Clock network drawn from the DEF:
The bar under the picture is 20 um long.
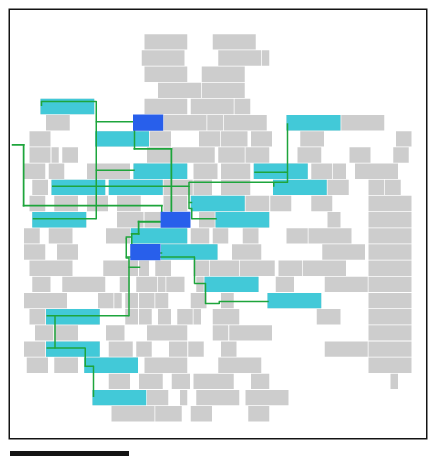
Register map, names as in the netlist:
Other cells in grey.
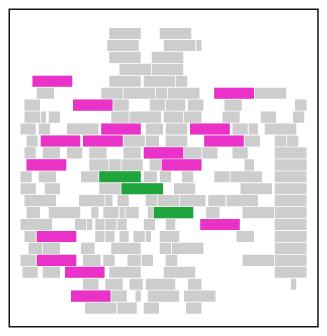
Ports around the boundary:
Pins as bars across the die edge, other pins in grey.
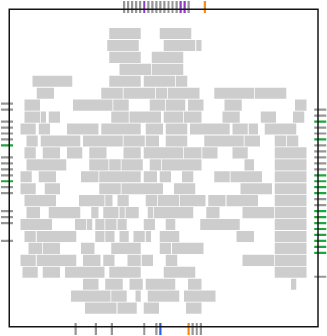
File: src/rtl/cpu_pkg.sv
// Shared types and encodings for the CPU controller and its decoder.
package cpu_pkg;

  // Controller FSM states
  typedef enum logic [2:0] {
    WAIT,
    DECODE,
    GET_A,
    GET_B,
    ALU,
    WR_IMM,
    WR_REG
  } state_t;

  // Instruction classes recognised by the decoder
  typedef enum logic [2:0] {
    CLS_UNDEF,
    CLS_MOV_IMM,
    CLS_MOV_REG,
    CLS_MVN,
    CLS_ADD,
    CLS_CMP,
    CLS_AND
  } instr_class_t;

  // Opcode field values
  localparam logic [2:0] OPC_MOV = 3'b110;
  localparam logic [2:0] OPC_ALU = 3'b101;

  // Op field values within each opcode
  localparam logic [1:0] OP_MOV_REG = 2'b00;
  localparam logic [1:0] OP_MOV_IMM = 2'b10;
  localparam logic [1:0] OP_ADD     = 2'b00;
  localparam logic [1:0] OP_CMP     = 2'b01;
  localparam logic [1:0] OP_AND     = 2'b10;
  localparam logic [1:0] OP_MVN     = 2'b11;

  // Writeback source selects
  localparam logic [1:0] VSEL_C    = 2'b00;
  localparam logic [1:0] VSEL_IMM8 = 2'b10;

  // ALU operations
  localparam logic [1:0] ALU_ADD = 2'b00;
  localparam logic [1:0] ALU_SUB = 2'b01;
  localparam logic [1:0] ALU_AND = 2'b10;
  localparam logic [1:0] ALU_NOT = 2'b11;

endpackage

File: src/rtl/instr_dec.sv
// Instruction decoder: splits the IR into fields, sign-extends the
// immediates and classifies the instruction for the controller FSM.
module instr_dec
  import cpu_pkg::*;
(
  input  logic [15:0]  ir,
  output instr_class_t instr_class,
  output logic [1:0]   op,
  output logic [2:0]   rn,
  output logic [2:0]   rd,
  output logic [2:0]   rm,
  output logic [1:0]   sh,
  output logic [15:0]  sximm8,
  output logic [15:0]  sximm5
);

  logic [2:0] opcode;

  assign opcode = ir[15:13];
  assign op     = ir[12:11];
  assign rn     = ir[10:8];
  assign rd     = ir[7:5];
  assign sh     = ir[4:3];
  assign rm     = ir[2:0];
  assign sximm8 = {{8{ir[7]}}, ir[7:0]};
  assign sximm5 = {{11{ir[4]}}, ir[4:0]};

  // Map opcode/op pairs onto instruction classes; anything unlisted is undefined
  always_comb begin
    instr_class = CLS_UNDEF;
    if (opcode == OPC_MOV) begin
      if (op == OP_MOV_IMM)
        instr_class = CLS_MOV_IMM;
      else if (op == OP_MOV_REG)
        instr_class = CLS_MOV_REG;
    end else if (opcode == OPC_ALU) begin
      case (op)
        OP_ADD:  instr_class = CLS_ADD;
        OP_CMP:  instr_class = CLS_CMP;
        OP_AND:  instr_class = CLS_AND;
        default: instr_class = CLS_MVN;
      endcase
    end
  end

endmodule

File: src/rtl/cpu_controller.sv
// CPU controller: instruction register plus a Moore FSM that sequences
// the datapath strobes for MOV/MVN/ADD/CMP/AND instructions.
module cpu_controller
  import cpu_pkg::*;
(
  input  logic        clk,
  input  logic        reset,
  input  logic        s,
  input  logic        load,
  input  logic [15:0] in,
  output logic        w,
  output logic [2:0]  readnum,
  output logic [2:0]  writenum,
  output logic        write,
  output logic        loada,
  output logic        loadb,
  output logic        loadc,
  output logic        loads,
  output logic        asel,
  output logic        bsel,
  output logic [1:0]  vsel,
  output logic [1:0]  shift,
  output logic [1:0]  ALUop,
  output logic [15:0] sximm8,
  output logic [15:0] sximm5
);

  state_t       state;
  state_t       state_next;
  logic [15:0]  ir;
  instr_class_t instr_class;
  logic [1:0]   op;
  logic [2:0]   rn;
  logic [2:0]   rd;
  logic [2:0]   rm;
  logic [1:0]   sh;

  instr_dec u_dec (
    .ir          (ir),
    .instr_class (instr_class),
    .op          (op),
    .rn          (rn),
    .rd          (rd),
    .rm          (rm),
    .sh          (sh),
    .sximm8      (sximm8),
    .sximm5      (sximm5)
  );

  // Instruction register; only accepts a new word while the FSM is idle
  always_ff @(posedge clk or posedge reset) begin
    if (reset)
      ir <= 16'h0000;
    else if (load && (state == WAIT))
      ir <= in;
  end

  // State register
  always_ff @(posedge clk or posedge reset) begin
    if (reset)
      state <= WAIT;
    else
      state <= state_next;
  end

  // Next-state and Moore outputs, all quiet unless the state says otherwise
  always_comb begin
    state_next = state;
    w          = 1'b0;
    readnum    = 3'b000;
    writenum   = 3'b000;
    write      = 1'b0;
    loada      = 1'b0;
    loadb      = 1'b0;
    loadc      = 1'b0;
    loads      = 1'b0;
    asel       = 1'b0;
    bsel       = 1'b0;
    vsel       = VSEL_C;
    shift      = 2'b00;
    ALUop      = ALU_ADD;
    case (state)
      WAIT: begin
        w = 1'b1;
        if (s)
          state_next = DECODE;
      end
      DECODE: begin
        case (instr_class)
          CLS_MOV_IMM:                state_next = WR_IMM;
          CLS_MOV_REG, CLS_MVN:       state_next = GET_B;
          CLS_ADD, CLS_CMP, CLS_AND:  state_next = GET_A;
          default:                    state_next = WAIT;
        endcase
      end
      GET_A: begin
        readnum    = rn;
        loada      = 1'b1;
        state_next = GET_B;
      end
      GET_B: begin
        readnum    = rm;
        loadb      = 1'b1;
        state_next = ALU;
      end
      ALU: begin
        shift = sh;
        bsel  = 1'b0;
        asel  = (instr_class == CLS_MOV_REG) || (instr_class == CLS_MVN);
        ALUop = (instr_class == CLS_MOV_REG) ? ALU_ADD : op;
        if (instr_class == CLS_CMP) begin
          loads      = 1'b1;
          state_next = WAIT;
        end else begin
          loadc      = 1'b1;
          state_next = WR_REG;
        end
      end
      WR_REG: begin
        vsel       = VSEL_C;
        writenum   = rd;
        write      = 1'b1;
        state_next = WAIT;
      end
      WR_IMM: begin
        vsel       = VSEL_IMM8;
        writenum   = rn;
        write      = 1'b1;
        state_next = WAIT;
      end
      default: state_next = WAIT;
    endcase
  end

endmodule
File: config.mk
export PLATFORM = sky130hd
export DESIGN_NAME = cpu_controller
export DESIGN_NICKNAME = d
export VERILOG_FILES = /design/src/rtl/cpu_pkg.sv /design/src/rtl/instr_dec.sv /design/src/rtl/cpu_controller.sv
export SDC_FILE = /design/constraint.sdc
export NUM_CORES = 1
export LEC_CHECK = 0
export CAP_MARGIN = 0
export CORE_AREA = 2 2 68 70
export CTS_CLUSTER_SIZE = 28
export DETAILED_ROUTE_END_ITERATION = 12
export DIE_AREA = 0 0 70 72
export HOLD_SLACK_MARGIN = 0.02
export PLACE_DENSITY = 0.73
export SLEW_MARGIN = 0
export SYNTH_ARGS = -nofsm -noshare
export SYNTH_HDL_FRONTEND = slang
export SYNTH_SLANG_ARGS = --single-unit
File: constraint.sdc
create_clock -name clk -period 1.79 [get_ports clk]
set_input_delay 0.4475 -clock clk [delete_from_list [all_inputs] [get_ports clk]]
set_output_delay 0.4475 -clock clk [all_outputs]
set_load 0.05 [all_outputs]
==> Changelog: implementation <==
### Implementation results

* Status: finished, violations left
* Failing checks: negative setup slack
* CTS sink cnt at 19
* CTS tree: yes
* RSZ-0062 raised after global routing: true
* Slew Limit Fails at 0
* Clock H-tree levels at 1
* Reg2Reg Launch Point: state[2]
* First DRT Iteration DRCs at 18
* Top Layout Cells: buf_12 (41), buf_4 (22), clkdlybuf4s50_1 (19)
* Cell taking the most area after synthesis: dfrtp_1
* Critical path origin: state[1]
* Area of the core at 0.004264 sq mm
* Endpoints failing setup at 14
* Tool warnings at 29
* Top cells, area: dfrtp_1 (38%), buf_4 (20%), mux2_2 (14%)
* Placer congestion estimate at a little under 0.8
* CP Capture Type: output pin
* Unique cell types at 29
* Top cell area share at 37.70%
* Post-route worst setup slack at -0.1096 ns
About 'clock network drawn from the DEF':
green -> clock wires  # length 283 um
cyan -> flip-flops  # count 19
blue -> clock-net drivers  # count 3
routed clock nets = 4

About 'register map, names as in the netlist':
magenta -> ir  # sequential cells 16
green -> state  # sequential cells 3

About 'ports around the boundary':
green -> sximm5  # pins 16, direction output, edge 14 right, 2 left
orange -> vsel  # pins 2, direction output, edge 1 top, 1 bottom
blue -> s  # pins 1, direction input, edge bottom
purple -> writenum  # pins 3, direction output, edge top
Die H: 72 um
DIE WIDTH: 70 um
number of port buffers: 69

metrics by stage:
stage	worst slack (ns)	util [%]
floorplan	-0.1982	-
global placement	0.1104	52.93
detailed placement	0.07827	52.93
CTS	-0.1120	56.22
global route	-0.1759	56.34
finish	-0.1096	56.34
worst max-delay path, cell delays in order, from the launching register on:
cell and delay [ns]:
dfrtp_2 0.45, nor3b_4 0.30, buf_4 0.18, and2_4 0.15, buf_12 0.13
kinds of logic (layout without fill, tap and decap cells):
kind of cell	after synthesis	after routing	share of synthesized area, %
compound gates	11	11	6.150
buf+inv	41	89	24.01
flops	19	19	37.70
mux	20	20	17.46
other cells	1	2	0.2973
simple gates	30	30	14.38
sequential cells by signal, summed over array words and instances (netlist names):
signal	cells
state	3
ir	16
synth_stat cells (all sizes together):
cell    count
nor2b       5
o221ai      1
mux2i       4
mux2       16
clkbuf      1
o32ai       1
nor2        6
dfrtp      19
nand2b      3
a22oi       3
nor3        1
nand3b      2
a31oi       2
buf        37
conb        1
and2        5
o31ai       1
nand3       1
a21oi       1
nand2       2
o21a        1
nor3b       4
o21ai       1
inv         3
and2b       1
per-layer routing:
layer  wire [um]  up-vias  track usage [%]
met1        1269      493            15.96
li1            -      473                -
met2        1695       51            24.76
met4          41        0            3.846
met3         204        8            2.917
met5           0        -                0
area by class of cell:
type	count	area, sq um
Inverter	3	11.26
Multi-Input combinational cell	63	625.6
Sequential cell	19	478.0
Fill cell	350	1862
Clock inverter	1	5.005
Clock buffer	3	41.29
Tap cell	52	65.06
Timing Repair Buffer	82	1176
